--- src/rtl/memory_access_unit.sv ---
// ---------------------------------------------------------------------------
// memory_access_unit
// Load/store unit for an RV32I core talking to a word-wide synchronous RAM.
// Loads take two LOAD cycles: the first presents the word address, the second
// extracts and extends the returned word into memoryOutput. Sub-word stores
// use read-modify-write. STORE_PRELOAD fetches the old word, and the following
// STORE merges rs2 into that word and writes it back. Word stores write
// directly. Misaligned or illegal accesses and protocol-order violations send
// the unit into a FAULT state, which it leaves only on reset.
//
// Ports
//   clock                 sole clock, rising edge
//   reset                 synchronous, active-low
//   memoryMode[1:0]       NOP=00 LOAD=01 STORE_PRELOAD=10 STORE=11
//   funct3[2:0]           RV32I load/store width and sign code
//   address[31:0]         byte address
//   rs2[31:0]             store data
//   memoryOutput[31:0]    extended load result (registered)
//   memoryUnalignedAccess misaligned or illegal funct3 (combinational | sticky)
//   sequenceError         protocol-order violation (combinational | sticky)
//   ramAddress[29:0]      word address = address[31:2]
//   ramReadData[31:0]     RAM read data, valid one cycle after ramAddress
//   ramWriteData[31:0]    word to write
//   ramWriteEnable        whole-word write strobe
// ---------------------------------------------------------------------------
module memory_access_unit (
    input  logic        clock,
    input  logic        reset,
    input  logic [1:0]  memoryMode,
    input  logic [2:0]  funct3,
    input  logic [31:0] address,
    input  logic [31:0] rs2,
    output logic [31:0] memoryOutput,
    output logic        memoryUnalignedAccess,
    output logic        sequenceError,
    output logic [29:0] ramAddress,
    input  logic [31:0] ramReadData,
    output logic [31:0] ramWriteData,
    output logic        ramWriteEnable
);

    localparam logic [1:0] MODE_NOP     = 2'b00;
    localparam logic [1:0] MODE_LOAD    = 2'b01;
    localparam logic [1:0] MODE_PRELOAD = 2'b10;
    localparam logic [1:0] MODE_STORE   = 2'b11;

    typedef enum logic [1:0] {IDLE, LOADED, PRELOADED, FAULT} stateType;

    stateType    stateReg, stateNext;
    logic [31:0] loadWordReg;
    logic [31:0] preloadWordReg;
    logic [29:0] preloadAddressReg;
    logic        freshReg;          // RAM data for the captured word is on ramReadData this cycle
    logic [31:0] memoryOutputReg;
    logic        unalignedStickyReg;
    logic        sequenceStickyReg;

    logic        unalignedNow;
    logic        sequenceNow;
    logic        writeNow;
    logic        loadDone;
    logic [31:0] capturedWord;
    logic [31:0] mergedWord;
    logic [31:0] shiftedWord;
    logic [31:0] extractedWord;
    logic [31:0] writeWord;

    assign ramAddress = address[31:2];

    // Alignment and funct3 legality.
    always_comb begin
        logic misaligned;
        logic illegalCode;
        misaligned  = ((funct3[1:0] == 2'b01) && address[0]) ||
                      ((funct3[1:0] == 2'b10) && (address[1:0] != 2'b00));
        if (memoryMode == MODE_LOAD)
            illegalCode = (funct3 == 3'b011) || (funct3[2:1] == 2'b11);
        else
            illegalCode = (funct3 >= 3'b011);
        unalignedNow = (memoryMode != MODE_NOP) && (misaligned || illegalCode);
    end

    // The first cycle after entering LOADED/PRELOADED sees the word straight
    // from the RAM; after that (NOP wait cycles) the held copy is used, since
    // ramAddress may no longer point at it.
    always_comb begin
        if (freshReg)
            capturedWord = ramReadData;
        else if (stateReg == LOADED)
            capturedWord = loadWordReg;
        else
            capturedWord = preloadWordReg;
    end

    // Load extraction and store merge.
    always_comb begin
        shiftedWord = capturedWord >> {address[1:0], 3'b000};
        case (funct3)
            3'b000:  extractedWord = {{24{shiftedWord[7]}}, shiftedWord[7:0]};
            3'b100:  extractedWord = {24'd0, shiftedWord[7:0]};
            3'b001:  extractedWord = {{16{shiftedWord[15]}}, shiftedWord[15:0]};
            3'b101:  extractedWord = {16'd0, shiftedWord[15:0]};
            default: extractedWord = capturedWord;
        endcase

        mergedWord = capturedWord;
        case (funct3[1:0])
            2'b00:   mergedWord[{address[1:0], 3'b000} +: 8] = rs2[7:0];
            2'b01:   mergedWord[{address[1], 4'b0000} +: 16] = rs2[15:0];
            default: mergedWord = rs2;
        endcase
    end

    // Next-state and write control.
    always_comb begin
        stateNext   = stateReg;
        sequenceNow = 1'b0;
        writeNow    = 1'b0;
        writeWord   = 32'd0;
        loadDone    = 1'b0;
        case (stateReg)
            IDLE: begin
                case (memoryMode)
                    MODE_LOAD:    stateNext = LOADED;
                    MODE_PRELOAD: stateNext = PRELOADED;
                    MODE_STORE: begin
                        if (funct3 == 3'b010) begin
                            writeNow  = 1'b1;
                            writeWord = rs2;
                        end else if (funct3[2:1] == 2'b00) begin
                            sequenceNow = 1'b1;  // sub-word store without preload
                        end
                    end
                    default: ;
                endcase
            end
            LOADED: begin
                case (memoryMode)
                    MODE_LOAD: begin
                        loadDone  = 1'b1;
                        stateNext = IDLE;
                    end
                    MODE_PRELOAD, MODE_STORE: sequenceNow = 1'b1;
                    default: ;
                endcase
            end
            PRELOADED: begin
                case (memoryMode)
                    MODE_LOAD, MODE_PRELOAD: sequenceNow = 1'b1;
                    MODE_STORE: begin
                        if (address[31:2] != preloadAddressReg) begin
                            sequenceNow = 1'b1;
                        end else begin
                            writeNow  = 1'b1;
                            writeWord = mergedWord;
                            stateNext = IDLE;
                        end
                    end
                    default: ;
                endcase
            end
            default: ;  // FAULT holds
        endcase

        if (unalignedNow || sequenceNow) begin
            stateNext = FAULT;
            writeNow  = 1'b0;
            loadDone  = 1'b0;
        end
    end

    // Reset has priority over any access, including the combinational strobe.
    assign ramWriteEnable        = reset && writeNow;
    assign ramWriteData          = ramWriteEnable ? writeWord : 32'd0;
    assign memoryUnalignedAccess = reset && (unalignedNow || unalignedStickyReg);
    assign sequenceError         = reset && (sequenceNow || sequenceStickyReg);
    assign memoryOutput          = memoryOutputReg;

    always_ff @(posedge clock) begin
        if (!reset) begin
            stateReg           <= IDLE;
            loadWordReg        <= 32'd0;
            preloadWordReg     <= 32'd0;
            preloadAddressReg  <= 30'd0;
            freshReg           <= 1'b0;
            memoryOutputReg    <= 32'd0;
            unalignedStickyReg <= 1'b0;
            sequenceStickyReg  <= 1'b0;
        end else begin
            stateReg           <= stateNext;
            unalignedStickyReg <= unalignedStickyReg | unalignedNow;
            sequenceStickyReg  <= sequenceStickyReg | sequenceNow;
            freshReg           <= (stateReg == IDLE) &&
                                  ((stateNext == LOADED) || (stateNext == PRELOADED));
            if (freshReg) begin
                if (stateReg == LOADED)
                    loadWordReg <= ramReadData;
                else
                    preloadWordReg <= ramReadData;
            end
            if ((stateReg == IDLE) && (stateNext == PRELOADED))
                preloadAddressReg <= address[31:2];
            if (loadDone)
                memoryOutputReg <= extractedWord;
        end
    end

endmodule

--- config.mk ---
export PLATFORM = sky130hd
export DESIGN_NAME = memory_access_unit
export DESIGN_NICKNAME = d
export VERILOG_FILES = /design/src/rtl/memory_access_unit.sv
export SDC_FILE = /design/constraint.sdc
export NUM_CORES = 1
export LEC_CHECK = 0
export CAP_MARGIN = 30
export CORE_MARGIN = 4
export CORE_UTILIZATION = 35
export DETAILED_ROUTE_END_ITERATION = 8
export SYNTH_ARGS = -nofsm -noshare
export SYNTH_HDL_FRONTEND = slang
export SYNTH_SLANG_ARGS = --single-unit
--- constraint.sdc ---
create_clock -name clock -period 4.1 [get_ports clock]
set_clock_uncertainty 0.2 [all_clocks]
set_input_delay 0.615 -clock clock [delete_from_list [all_inputs] [get_ports clock]]
set_output_delay 0.615 -clock clock [all_outputs]
set_load 0.02 [all_outputs]
run_1/gate_families.png
Scale: 2 px per um.
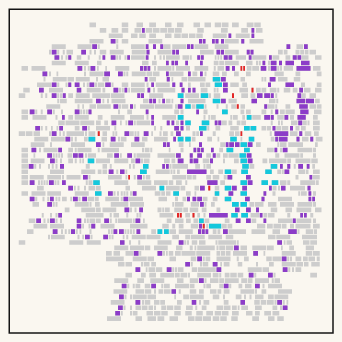
- purple: inverting AOI/OAI gates (cells 306; most used a21boi_0)
- red: inverters (cells 13; most used inv_1)
- cyan: AND-OR and OR-AND gates (cells 52; most used a221o_1)
Top cell excl fill/tap: nand2_1
Comb area share: 44.5%
Layout Cells excl Fill: 1661

run_1/port_nets.png
Scale: 3 px per um.
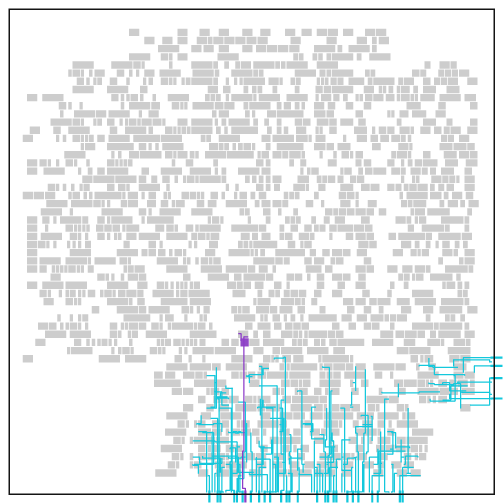
- purple: memoryUnalignedAccess (bits 1; direction output; edge bottom; end cells 1; buffers 1; wire 57.9 um)
- cyan: ramAddress (bits 30; direction output; edge 26 bottom, 4 right; end cells 0; buffers 85; wire 1790 um)

==> impl_metrics.csv, run 1 <==
group,metric,value,unit
status,status,"complete, no violations",
timing,worst_pin_slew,0.899,ns
detailed_routing,ant_nets,0,
setup_path,r2r_cells,6,
pwr,p_leak,4.45,nW
clock_network,root_buffer,"clkbuf_16",
clock_network,cts.hold.buffers_added,0,
logic_synthesis,async_reset_ff_share,0,%
final_layout,num_antenna_cells,0,
detailed_routing,drtIter0Drc,745,
grt,grt_pass1_vias,8238,
floorplanning,fp-row-count,55,
setup_path,crit_end,"ramWriteData[27]",
detailed_routing,vias,8757,
setup_path,critPathRequiredTime,3.28,ns
logic_synthesis,yosysSeqAreaShare,32.0,%
final_layout,drive_gt1_share,19.9,%
grt,met2_usage,35.3,%
logic_synthesis,ys_ff,131,
floorplanning,fp-utilization,35.9,%
setup_path,critPathLaunchType,"primary input",
timing,finalSetupViolations,0,
clock_network,htree_levels,4,
logic_synthesis,compound_area_share,30.3,%
clock_network,cts.sinks,131,
final_layout,fill_cells,2224,
floorplanning,ios,200,
grt,grt-ovfl-total,0,
logic_synthesis,common_cells,"nand2_1, dfxtp_1, a21boi_0, clkbuf_1, a21oi_1",
setup_path,path_cells,"clkdlybuf4s50_1 -> xor2_1 -> nor4_2 -> nand4_1 -> buf_4 -> nor2_4 -> buf_12 -> or4b_2 -> a211oi_2 -> buf_4",
logic_synthesis,synthCells,1097,
setup_path,cp_common_cell,"buf_4",
logic_synthesis,floorplan.nets,1211,
setup_path,worst-path-stages,10,
pwr,powerDensity,295,nW/um^2
grt,grt-busiest-layer,"met2",
grt,grtUsageMet3,3.50,%
grt,grt_max_degree,101,
clock_network,cts_tree,"built",
final_layout,design_area,12000,um^2
place,portBuffers,199,
run_1/clock_map.png
Scale: 3 px per um.
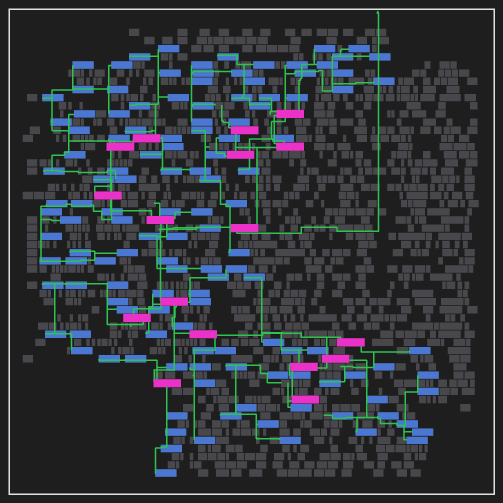
- green: clock wires (length 1790 um)
- magenta: cells driving clock nets (count 17)
- blue: flip-flops (count 131)
- routed clock nets: 18

-- run 1: routing by layer --
metal  wire length (um)  vias up
met5                  0        -
li1                   -     4341
met3               1730       32
met4                563        0
met1              13900     4092
met2              13600      292
-- run 1: worst min path at each step --
stage	cells after the start	slack [ns]	from	end
after floorplan	2	0.24	preloadWordReg[10]	preloadWordReg[10]
after global placement	1	0.25	unalignedStickyReg	unalignedStickyReg
after detailed placement	2	0.26	loadWordReg[23]	loadWordReg[23]
after CTS	2	0.26	loadWordReg[23]	loadWordReg[23]
after global routing	2	0.28	loadWordReg[23]	loadWordReg[23]
final	2	0.26	loadWordReg[23]	loadWordReg[23]
-- run 1: metrics by stage --
stage	TNS, ns	hold slack (ns)	util (%)	setup slack (ns)	instances
finish	0	0.261	52.5	0.0845	1661
global route	-0.00788	0.280	52.5	-0.00731	1661
CTS	-0.0688	0.264	52.0	-0.0688	1659
detailed placement	-18.54	0.256	49.8	-0.617	1624
global placement	-21.34	0.247	49.8	-0.612	1624
floorplan	-1.08	0.239	-	-0.0969	1097
-- run 1: layout make-up --
cell class                      instances  area [um^2]  share of cell area [%]
Clock buffer                           18          429                    3.58
Clock inverter                         14          121                    1.01
Inverter                               13         48.8                   0.407
Multi-Input combinational cell        836         5340                    44.5
Sequential cell                       131         2620                    21.9
Tap cell                              313          392                    3.26
Timing Repair Buffer                  336         3050                    25.4
-- run 1: repair_timing --
item                                    in CTS  in global routing
gates cloned                                 0                  1
setup buffers                                3                  2
endpoints found under the setup margin      33                 33
resized                                    142                 26
pin swaps                                    3                 13
-- run 1: power by group --
group | internal [mW] | switching [mW] | total, mW
Sequential | 1.31 | 0.0249 | 1.33
Combinational | 0.356 | 0.423 | 0.779
Clock | 0.793 | 0.635 | 1.43
Total | 2.46 | 1.08 | 3.54
run_1/final_congestion.png
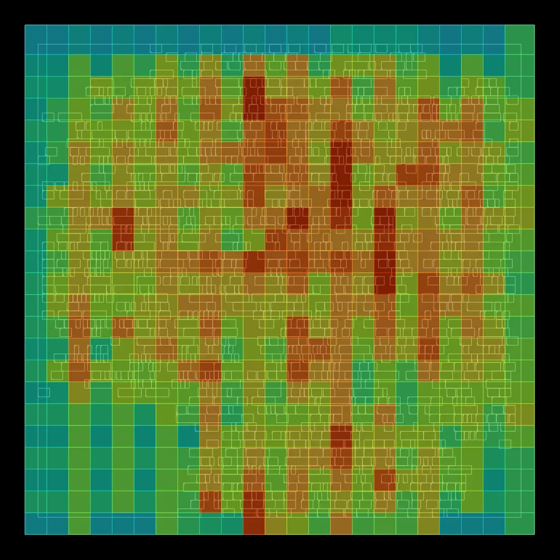

==> run 2: changes to the inputs <==
- MAX_ROUTING_LAYER: default -> met4
run_2/final_congestion.png
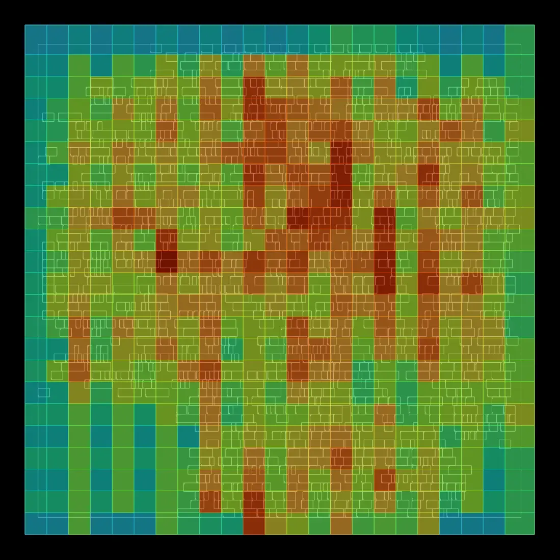
Core Util, Final: 52.5%
grt met1 use: 31.3%
met2 usage: 35.3%
GRT Overall Usage: 22.8%
met3 global-route usage: 3.42%

==> impl_metrics.csv, run 2 <==
group,metric,value,unit
pwr,powerDensity,295,nW/um^2
grt,grt_pass1_vias,8247,
detailed_routing,vias,8758,
setup_path,cp_common_cell,"buf_4",
logic_synthesis,yosysSeqAreaShare,32.0,%
setup_path,r2r_cells,6,
logic_synthesis,common_cells,"nand2_1, dfxtp_1, a21boi_0, clkbuf_1, a21oi_1",
clock_network,root_buffer,"clkbuf_16",
setup_path,critPathLaunchType,"primary input",
grt,grt-ovfl-total,0,
floorplanning,fp-row-count,55,
detailed_routing,dr.max_layer_used,"met4",
timing,finalWorstSetupSlack,0.0821,ns
floorplanning,ios,200,
final_layout,lay_top_count,"nand2_1",
detailed_routing,route.met2.wl,13700,um
logic_synthesis,ys_ff,131,
pwr,combPwrFrac,22.0,%
pwr,power_frac_seq,37.7,%
pwr,p_switching,1.08,mW
grt,grt_max_degree,101,
place,pre_cts_ws,-0.617,ns
pwr,clkPwrFrac,40.3,%
hold_path,min_from,"loadWordReg[26]",
pwr,p_leak,4.45,nW
floorplanning,fp-utilization,35.9,%
hold_path,min_delay_path_depth,2,
setup_path,critPathRequiredTime,3.28,ns
timing,worst_pin_slew,0.862,ns
clock_network,cts.sinks,131,
status,status,"complete, no violations",
hold_path,hold_path_end,"loadWordReg[26]",
place,portBuffers,199,
setup_path,worst-path-stages,10,
clock_network,cts_tree,"built",
-- run 2: cell counts after synthesis --
Identical to the previous run, type by type.
-- run 2: power by group through the flow --
| stage | sequential, mW | combinational, mW | clock, mW |
|---|---|---|---|
| 2_1_floorplan | 1.36 | 0.375 | 0 |
| 3_3_place_gp | 1.36 | 0.763 | 0 |
| 3_5_place_dp | 1.36 | 0.764 | 0 |
| 4_1_cts | 1.33 | 0.772 | 1.45 |
| 5_1_grt | 1.34 | 0.837 | 1.51 |
| 6_report | 1.33 | 0.778 | 1.43 |
-- run 2: cell type report --
class / count / area (um^2)
Antenna cell: 1 / 2.50
Clock buffer: 18 / 429
Clock inverter: 14 / 121
Fill cell: 2224 / 10800
Inverter: 13 / 48.8
Multi-Input combinational cell: 836 / 5340
Sequential cell: 131 / 2620
Tap cell: 313 / 392
Timing Repair Buffer: 336 / 3050
-- run 2: tightest hold or removal path, stage by stage, from the launching register on --
cell	delay, ns
dfxtp_1	0.30
nand2_1	0.05
a21boi_0	0.06
-- run 2: kinds of logic (layout without fill, tap and decap cells) --
logic type / after synthesis / after routing / share of synthesized area, %
AND-OR/OR-AND: 358 / 358 / 30.3
adder cells (fa/ha/maj): 11 / 11 / 1.68
flip-flops: 131 / 131 / 32.0
XOR/XNOR: 30 / 30 / 3.20
buffers and inverters: 130 / 381 / 7.58
multiplexers: 17 / 17 / 2.23
AND/OR/NAND/NOR: 420 / 420 / 23.1
other: 0 / 1 / 0
-- run 2: stage by stage --
| step | power (mW) | cells | hold slack [ns] |
|---|---|---|---|
| final | 3.54 | 1662 | 0.262 |
| after global routing | 3.69 | 1661 | 0.280 |
| after CTS | 3.56 | 1659 | 0.264 |
| after detailed placement | 2.13 | 1624 | 0.256 |
| after global placement | 2.12 | 1624 | 0.247 |
| after floorplan | 1.74 | 1097 | 0.239 |
run_2/gate_families.png
Scale: 2 px per um.
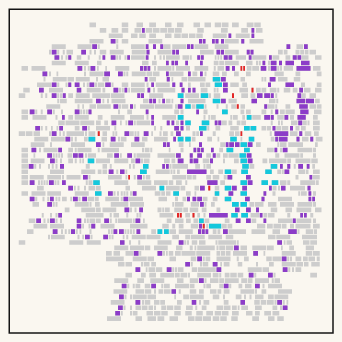

==> run 3: changes to the inputs <==
- CORE_UTILIZATION: 35 -> 46
- PLACE_DENSITY: default -> 0.78
- SLEW_MARGIN: default -> 10
run_3/gate_families.png
Scale: 3 px per um.
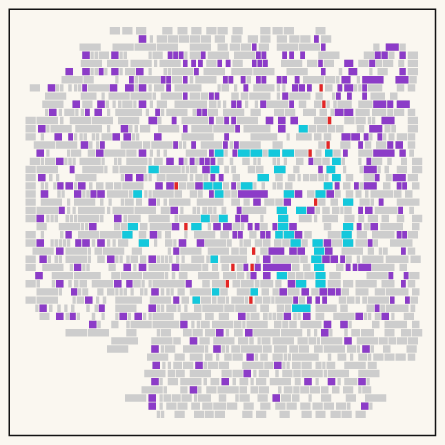
- purple: inverting AOI/OAI gates (cells 306; most used a21boi_0)
- red: inverters (cells 13; most used inv_1)
- cyan: AND-OR and OR-AND gates (cells 52; most used a221o_1)
Comb area share: 45.3%
Layout Cells excl Fill: 1559

==> impl_metrics.csv, run 3 <==
group,metric,value,unit
status,status,"complete, no violations",
setup_path,r2r_cells,6,
final_layout,num_antenna_cells,0,
logic_synthesis,yosysSeqAreaShare,32.0,%
pwr,p_switching,1.00,mW
timing,whs,0.260,ns
logic_synthesis,xor_area_share,3.20,%
final_layout,utilization,67.8,%
floorplanning,ios,200,
logic_synthesis,simple_gate_area_share,23.1,%
grt,met2_usage,44.0,%
timing,worst_pin_slew,0.856,ns
grt,grt-ovfl-total,0,
grt,grt_usage,28.5,%
setup_path,cp_common_cell,"buf_4",
final_layout,lay_top_count,"nand2_1",
logic_synthesis,common_cells,"nand2_1, dfxtp_1, a21boi_0, clkbuf_1, a21oi_1",
pwr,p_leak,4.36,nW
clock_network,root_buffer,"clkbuf_16",
place,portBuffers,199,
logic_synthesis,compound_area_share,30.3,%
setup_path,critPathRequiredTime,3.28,ns
floorplanning,fp-utilization,47.1,%
logic_synthesis,synthTopLogicFamily,"AND-OR/OR-AND gates",
run 3: area by class of cell:
cell class / count / area, um^2 / share of cell area [%]
multi-input combinational: 836 / 5350 / 45.3
timing repair buffer: 325 / 2930 / 24.8
sequential: 131 / 2620 / 22.2
clock buffer: 19 / 433 / 3.67
tap: 225 / 282 / 2.38
clock inverter: 10 / 138 / 1.17
inverter: 13 / 48.8 / 0.413
run 3: repair_timing:
item,4_1_cts,5_1_grt
gates resized,151,45
setup buffers,5,1
hold buffers,0,0
endpoints found under the setup margin,33,32
pin swaps,5,11
run 3: worst min-delay path by stage:
| stage | endpoint | cells past startpoint | slack [ns] |
|---|---|---|---|
| detailed placement | loadWordReg[15] | 2 | 0.26 |
| global placement | unalignedStickyReg | 1 | 0.25 |
| floorplan | preloadWordReg[10] | 2 | 0.24 |
| global route | loadWordReg[10] | 2 | 0.28 |
| CTS | loadWordReg[15] | 2 | 0.26 |
| finish | loadWordReg[8] | 2 | 0.26 |
run 3: metrics by stage:
step	power (mW)	cells	worst slack (ns)	area (um^2)
after floorplan	1.74	1097	-0.0969	8460
after detailed placement	2.11	1524	-0.654	11200
final	3.60	1559	0.120	11800
after global routing	3.73	1559	0.00226	11800
after CTS	3.61	1558	0.00394	11800
after global placement	2.10	1523	-0.585	11100
run 3: per-layer routing:
layer	routed length [um]	vias to the layer above
met3	2440	69
met4	892	0
li1	-	4319
met5	0	-
met1	11800	4257
met2	13500	388
run 3: power by group through the flow:
stage | Combinational [mW] | Sequential [mW] | Clock (mW)
5_1_grt | 0.828 | 1.34 | 1.56
4_1_cts | 0.762 | 1.33 | 1.52
2_1_floorplan | 0.375 | 1.36 | 0
3_3_place_gp | 0.741 | 1.36 | 0
6_report | 0.775 | 1.33 | 1.49
3_5_place_dp | 0.750 | 1.36 | 0
No activity file was given, so power comes from the tool's default toggle rates.
